<file path="config.mk">
export PLATFORM = sky130hd
export DESIGN_NAME = elevator_request_queue
export DESIGN_NICKNAME = d
export VERILOG_FILES = /design/src/rtl/elevator_request_queue_pkg.sv /design/src/rtl/elevator_request_queue_btn_debounce.sv /design/src/rtl/elevator_request_queue.sv
export SDC_FILE = /design/constraint.sdc
export NUM_CORES = 1
export LEC_CHECK = 0
export CAP_MARGIN = 20
export CELL_PAD_IN_SITES_DETAIL_PLACEMENT = 2
export CELL_PAD_IN_SITES_GLOBAL_PLACEMENT = 2
export CORE_ASPECT_RATIO = 2
export CORE_UTILIZATION = 40
export CTS_CLUSTER_DIAMETER = 30
export DETAILED_ROUTE_END_ITERATION = 7
export PLACE_DENSITY_LB_ADDON = 0.3
export REMOVE_ABC_BUFFERS = 1
export SETUP_SLACK_MARGIN = 0.15
export SLEW_MARGIN = 20
export SYNTH_ARGS = -nofsm -noshare
export SYNTH_HDL_FRONTEND = slang
export SYNTH_SLANG_ARGS = --single-unit
export TNS_END_PERCENT = 1
</file>
<file path="constraint.sdc">
create_clock -name clk -period 6.9 [get_ports clk]
set_clock_uncertainty 0.05 [all_clocks]
set_input_delay 1.38 -clock clk [delete_from_list [all_inputs] [get_ports clk]]
set_output_delay 1.38 -clock clk [all_outputs]
set_load 0.05 [all_outputs]
</file>
<file path="src/rtl/elevator_request_queue_pkg.sv">
// Shared types for the elevator request path: floor count, one-hot floor
// type, scheduler state encoding and nearest-floor selection helpers.
package elevator_request_queue_pkg;

   localparam int NUM_FLOORS = 4;

   typedef logic [NUM_FLOORS-1:0] floor_t;

   typedef enum logic [1:0] {
      IDLE  = 2'd0,
      UP    = 2'd1,
      DOWN  = 2'd2,
      DWELL = 2'd3
   } state_t;

   // cur is one-hot: cur - 1 masks every floor below it
   function automatic floor_t lowest_above(floor_t req, floor_t cur);
      floor_t above;
      above = req & ~(cur | (cur - floor_t'(1)));
      return above & (~above + floor_t'(1));
   endfunction

   function automatic floor_t highest_below(floor_t req, floor_t cur);
      floor_t below;
      floor_t sel;
      below = req & (cur - floor_t'(1));
      sel   = '0;
      for (int i = 0; i < NUM_FLOORS; i++) begin
         if (below[i]) sel = floor_t'(1) << i;
      end
      return sel;
   endfunction

endpackage

</file>
<file path="src/rtl/elevator_request_queue_btn_debounce.sv">
// One floor button: two-flop synchronizer followed by a stable-high counter
// that emits a single-cycle request when the level has held long enough.
module btn_debounce
   import elevator_request_queue_pkg::*;
#(
   parameter int DEBOUNCE_CYCLES = 16
) (
   input  logic clk,
   input  logic rst_n,
   input  logic ena,
   input  logic btn,
   output logic req
);

   localparam int               CNT_W   = $clog2(DEBOUNCE_CYCLES + 1);
   localparam logic [CNT_W-1:0] CNT_MAX = CNT_W'(DEBOUNCE_CYCLES);

   logic             sync_p0;
   logic             sync_p1;
   logic [CNT_W-1:0] stable_cnt;

   // Counter saturates at CNT_MAX so a held button fires only once
   always_ff @(posedge clk or negedge rst_n) begin
      if (!rst_n) begin
         sync_p0    <= 1'b0;
         sync_p1    <= 1'b0;
         stable_cnt <= '0;
         req        <= 1'b0;
      end else if (ena) begin
         sync_p0 <= btn;
         sync_p1 <= sync_p0;
         if (sync_p1) begin
            if (stable_cnt != CNT_MAX) stable_cnt <= stable_cnt + 1'b1;
            req <= (stable_cnt == CNT_MAX - 1'b1);
         end else begin
            stable_cnt <= '0;
            req        <= 1'b0;
         end
      end
   end

endmodule

</file>
<file path="src/rtl/elevator_request_queue.sv">
// Floor request queue and travel scheduler: debounces buttons, latches
// pending floors and steers the car controller with a registered target.
module elevator_request_queue
   import elevator_request_queue_pkg::*;
#(
   parameter int DEBOUNCE_CYCLES = 16,
   parameter int DWELL_CYCLES    = 32
) (
   input  logic                  clk,
   input  logic                  rst_n,
   input  logic                  ena,
   input  logic [NUM_FLOORS-1:0] btn,
   input  logic [NUM_FLOORS-1:0] cur_floor,
   output logic [NUM_FLOORS-1:0] target,
   output logic [NUM_FLOORS-1:0] pending,
   output logic                  door_open,
   output logic                  moving_up
);

   localparam int              DW_W       = $clog2(DWELL_CYCLES + 1);
   localparam logic [DW_W-1:0] DWELL_LAST = DW_W'(DWELL_CYCLES - 1);

   floor_t          req;
   state_t          state;
   logic [DW_W-1:0] dwell_cnt;

   logic   cur_valid;
   logic   dwell_last;
   logic   restart;
   floor_t pending_nxt;
   floor_t up_sel;
   floor_t dn_sel;
   floor_t up_exit;
   floor_t dn_exit;

   for (genvar i = 0; i < NUM_FLOORS; i++) begin : g_deb
      btn_debounce #(
         .DEBOUNCE_CYCLES(DEBOUNCE_CYCLES)
      ) u_deb (
         .clk  (clk),
         .rst_n(rst_n),
         .ena  (ena),
         .btn  (btn[i]),
         .req  (req[i])
      );
   end

   // A fresh request for the served floor beats the end-of-dwell clear
   always_comb begin
      cur_valid   = $onehot(cur_floor);
      dwell_last  = (state == DWELL) && (dwell_cnt == DWELL_LAST) && cur_valid;
      restart     = dwell_last && |(req & cur_floor);
      pending_nxt = (pending & ~(dwell_last ? cur_floor : floor_t'(0))) | req;
      up_sel      = lowest_above(pending, cur_floor);
      dn_sel      = highest_below(pending, cur_floor);
      up_exit     = lowest_above(pending_nxt, cur_floor);
      dn_exit     = highest_below(pending_nxt, cur_floor);
   end

   always_ff @(posedge clk or negedge rst_n) begin
      if (!rst_n) begin
         state     <= IDLE;
         pending   <= '0;
         target    <= floor_t'(1);
         door_open <= 1'b0;
         moving_up <= 1'b1;
         dwell_cnt <= '0;
      end else if (ena) begin
         pending <= pending_nxt;
         if (cur_valid) begin
            case (state)
               IDLE: begin
                  target <= cur_floor;
                  if (|(pending & cur_floor)) begin
                     state     <= DWELL;
                     door_open <= 1'b1;
                     dwell_cnt <= '0;
                  end else if (|up_sel) begin
                     state     <= UP;
                     moving_up <= 1'b1;
                     target    <= up_sel;
                  end else if (|dn_sel) begin
                     state     <= DOWN;
                     moving_up <= 1'b0;
                     target    <= dn_sel;
                  end
               end
               UP: begin
                  if (cur_floor == target) begin
                     state     <= DWELL;
                     door_open <= 1'b1;
                     dwell_cnt <= '0;
                  end else if (|up_sel) begin
                     target <= up_sel;
                  end
               end
               DOWN: begin
                  if (cur_floor == target) begin
                     state     <= DWELL;
                     door_open <= 1'b1;
                     dwell_cnt <= '0;
                  end else if (|dn_sel) begin
                     target <= dn_sel;
                  end
               end
               DWELL: begin
                  target <= cur_floor;
                  if (dwell_cnt != DWELL_LAST) begin
                     dwell_cnt <= dwell_cnt + 1'b1;
                  end else if (restart) begin
                     dwell_cnt <= '0;
                  end else begin
                     // Keep heading the same way while work remains there
                     door_open <= 1'b0;
                     if (moving_up && |up_exit) begin
                        state  <= UP;
                        target <= up_exit;
                     end else if (!moving_up && |dn_exit) begin
                        state  <= DOWN;
                        target <= dn_exit;
                     end else if (|up_exit) begin
                        state     <= UP;
                        moving_up <= 1'b1;
                        target    <= up_exit;
                     end else if (|dn_exit) begin
                        state     <= DOWN;
                        moving_up <= 1'b0;
                        target    <= dn_exit;
                     end else begin
                        state <= IDLE;
                     end
                  end
               end
               default: state <= IDLE;
            endcase
         end
      end
   end

endmodule

</file>
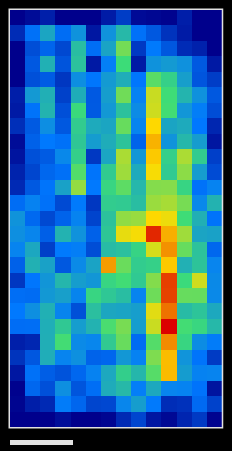
**Above:** wiring heat map.
Bar = 20 um. The die is cut into 14 by 27 equal tiles; dark blue is low, red is high, scaled to the fullest tile. Values are wire area over tile area, all layers added.
- nearly empty tiles: 6.3%
- tiles over half the peak: 17%
- fullest tile: 0.63
- densest ninth of the die: right middle
- mean over tiles: 0.20

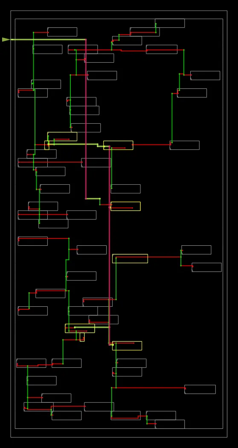
**Above:** the clock network.
worst skew pair latency: 0.30 ns
Sink Count: 50
P_clk: 285 uW
Seq cells: 50

==> impl_metrics.tcl <==
# yosys + openroad results
set metrics [dict create \
    p_comb_share_pct 38.3 \
    ys_seq_share_pct 36.5 \
    synth_warnings 0 \
    holdWs_ns 0.460 \
    area.growth.synth_to_final_pct 13.1 \
    fin_ws_ns 1.83 \
    synth_dominant_cell_count "nand2_1" \
    enable_flop_cells 0 \
    drc 0 \
    fin_tns_setup_ns 0 \
    async_reset_ff_share_pct 100 \
    cts_tree "yes" \
    switching_power_uw 455 \
    ctsHoldBuffers 0 \
    clock_power_share_pct 25.4 \
    post_cts_buffers 0 \
    tightest_slew_ns 0.673 \
    cp.arrival_ns 5.24 \
    fin_crit_ns 5.07 \
    drt_iter0_markers 127 \
    dr.pass1.iters 4 \
    wire_per_inst_um 22.3 \
    setup_viol 0 \
    drv_cap 0 \
    critical_path.top_delay_family "AND-OR/OR-AND gates" \
    power.total_uw 1120 \
    common_cells "nand2_1 (56), dfrtp_1 (48), o21ai_0 (40)" \
    seq_power_share_pct 36.3 \
    crit_fanout 8 \
    synthTopCellsByArea "dfrtp_1 (35%), ha_1 (8.4%), nand2_1 (6.1%)" \
    netlist_instances 397 \
    antenna_found_initial 0 \
    utilization_pct 46.9 \
    fmax_mhz 197 \
    routed_via_density 6.15 \
    grtUsageTotal_pct 28.0 \
    ys_area_mm2 0.00344 \
    crit_type "input pin to register" \
    setup.worst_path.start_class "input pin" \
    grt_pass1_wl_um 18300 \
    nets 447 \
    crit_buf_inv 3 \
    pre_cts_slack_ns 1.59 \
    maxSlewViolCount 0 \
    synth_area_leader_cell "dfrtp_1" \
    cts-htree-levels 2 \
    warnings 33 \
    drive_above_1_share_pct 7.99 \
    die-area_mm2 0.00899 \
    cpPeakStageDelay_ns 0.73 \
    grt_max_degree 51 \
    ys_ff 50 \
    place_congestion 0.888 \
    hold_viol_final 0 \
    row_count 47 \
    syn_area_per_cell_um2 8.66 \
    path_cells "clkdlybuf4s50_1, inv_1, fa_1, inv_1, ha_1, ha_1, nand4bb_4, nor4_4, o22ai_1, o311ai_0, o211ai_1, a311o_1, a21oi_1" \
    status "complete, no violations" \
    cts_buffers 5 \
    comb_area_mm2 0.00200 \
    peakVddDrop_v 0.000192 \
    post_cts_resized 0 \
    leakage_uw 0.00165 \
    cts_buffer_depth 2 \
    hp-class "register to register" \
    core_area_mm2 0.00829 \
    clock_tree.root_cell "clkbuf_16" \
    switching_share_pct 40.5 \
    fp_util_pct 41.5 \
    synth_stat.cells 397 \
    io_pins 21 \
    rsz0062_at_grt "false" \
    seq_area_mm2 0.00125 \
    p_per_area_mw_per_mm2 289 \
    synthFlopType "dfrtp_1" \
    p_int_uw 668 \
    netlist.area_leader.share_pct 34.9 \
    grt_pass1_vias 3502 \
    period_used_pct 73.5 \
    synth_cell_types 56 \
    synth_area_mm2 0.00344 \
    hpwl_um 8700 \
    ant_nets 0 \
    diodes 0 \
    cp-end-kind "register" \
    fillCellCount 951 \
    slew_headroom_pct 55.1 \
    cp.required_ns 7.07 \
    grt-ovfl-total 0 \
    cp_slowest_cell "clkdlybuf4s50_1" \
    clkTransAtPathRegs_ns 0.07 \
]
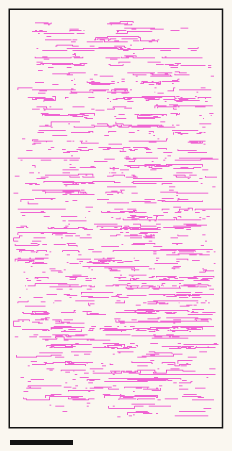
**Above:** the metal 1 layer.
Bar = 20 um.
- wire length on this layer: 3730 um
- main direction: horizontal
total vias in the final route: 3144
WL final: 11400 um
met1 GRT Util: 25.0%

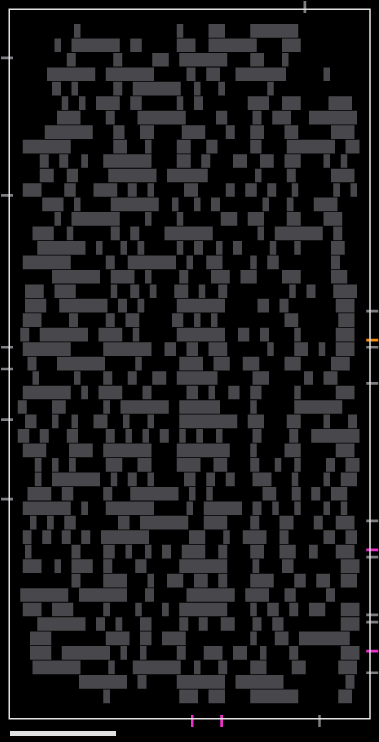
**Above:** pin placement.
Bar = 20 um. Pins as bars across the die edge, other pins in gray.
- pending: magenta (pins 4; direction output; edge 2 right, 2 bottom)
- moving_up: orange (pins 1; direction output; edge right)
Die Y: 133 um
port bufs: 20
Chip Width: 67.6 um

==> final timing paths <==
path,startpoint,endpoint,slack (ns),cells past startpoint
setup / recovery,cur_floor[1],target[3]$_DFFE_PN0P_,1.83,13
hold / removal,g_deb[1].u_deb.sync_p0$_DFFE_PN0P_,g_deb[1].u_deb.sync_p1$_DFFE_PN0P_,0.46,1
setup reg to reg,state[0]$_DFFE_PN0P_,target[3]$_DFFE_PN0P_,4.14,9
hold reg to reg,g_deb[1].u_deb.sync_p0$_DFFE_PN0P_,g_deb[1].u_deb.sync_p1$_DFFE_PN0P_,0.46,1
max in group asynchronous,rst_n,g_deb[3].u_deb.sync_p0$_DFFE_PN0P_,5.19,2
min in group asynchronous,rst_n,pending[0]$_DFFE_PN0P_,1.13,2
==> stage by stage <==
step / instance area, um^2 / cells
global route: 3890 / 511
floorplan: 3380 / 381
global placement: 3720 / 503
detailed placement: 3720 / 503
finish: 3890 / 511
CTS: 3890 / 511
==> metal layers <==
layer  track usage [%]  wire [um]  up-vias
met3              3.08        191       32
li1                  -          -     1448
met2              54.9       6820       54
met1              25.0       3730     1610
met4              16.3        663        0
met5                 0          0        -
==> sequential cells by signal, indices dropped and copies added, names as in the netlist <==
signal / flops
moving_up: 1
state: 2
dwell_cnt: 6
g_deb.u_deb.stable_cnt: 20
g_deb.u_deb.sync_p1: 4
g_deb.u_deb.sync_p0: 4
door_open: 1
pending: 4
g_deb.u_deb.req: 4
target: 4
==> placed cells by master (no fill, tap or decap), types with 3 or more instances in the layout <==
master,n
a211oi_1,4
a21o_1,4
a21oi_1,12
a22o_1,7
a22oi_1,6
and3_1,5
buf_4,4
clkbuf_16,5
clkdlybuf4s50_1,19
dfrtp_1,48
ha_1,23
inv_1,32
mux2_2,9
mux2i_1,3
nand2_1,56
nand2b_1,11
nand3_1,24
nand4_1,6
nor2_1,20
nor2b_1,6
o211ai_1,5
o21ai_0,40
o311ai_0,4
o31ai_1,9
xor2_1,4
==> kinds of logic (layout without fill, tap and decap cells) <==
kind of cell,after synthesis,in the layout,synth area share [%]
AND/OR/NAND/NOR,146,146,22.6
XOR/XNOR,4,4,1.02
buffers and inverters,48,64,5.28
multiplexers,12,12,3.82
adder cells (fa/ha/maj),24,24,8.95
flip-flops,50,50,36.5
AND-OR/OR-AND,113,113,21.9
==> final cells by class <==
type,count,share of cell area (%)
multi-input cells,299,51.5
flip-flops and latches,50,32.2
repair buffers,24,5.79
clock buffers,7,3.41
well taps,98,3.15
inverters,32,3.09
clock inverters,1,0.772
==> power by group through the flow <==
stage | Sequential, uW | Combinational, uW | Clock (uW)
after detailed placement | 415 | 431 | 0
after CTS | 410 | 434 | 293
final | 408 | 430 | 285
after global placement | 412 | 414 | 0
after floorplan | 464 | 212 | 0
after global routing | 418 | 467 | 301
No activity file was given, so power comes from the tool's default toggle rates.
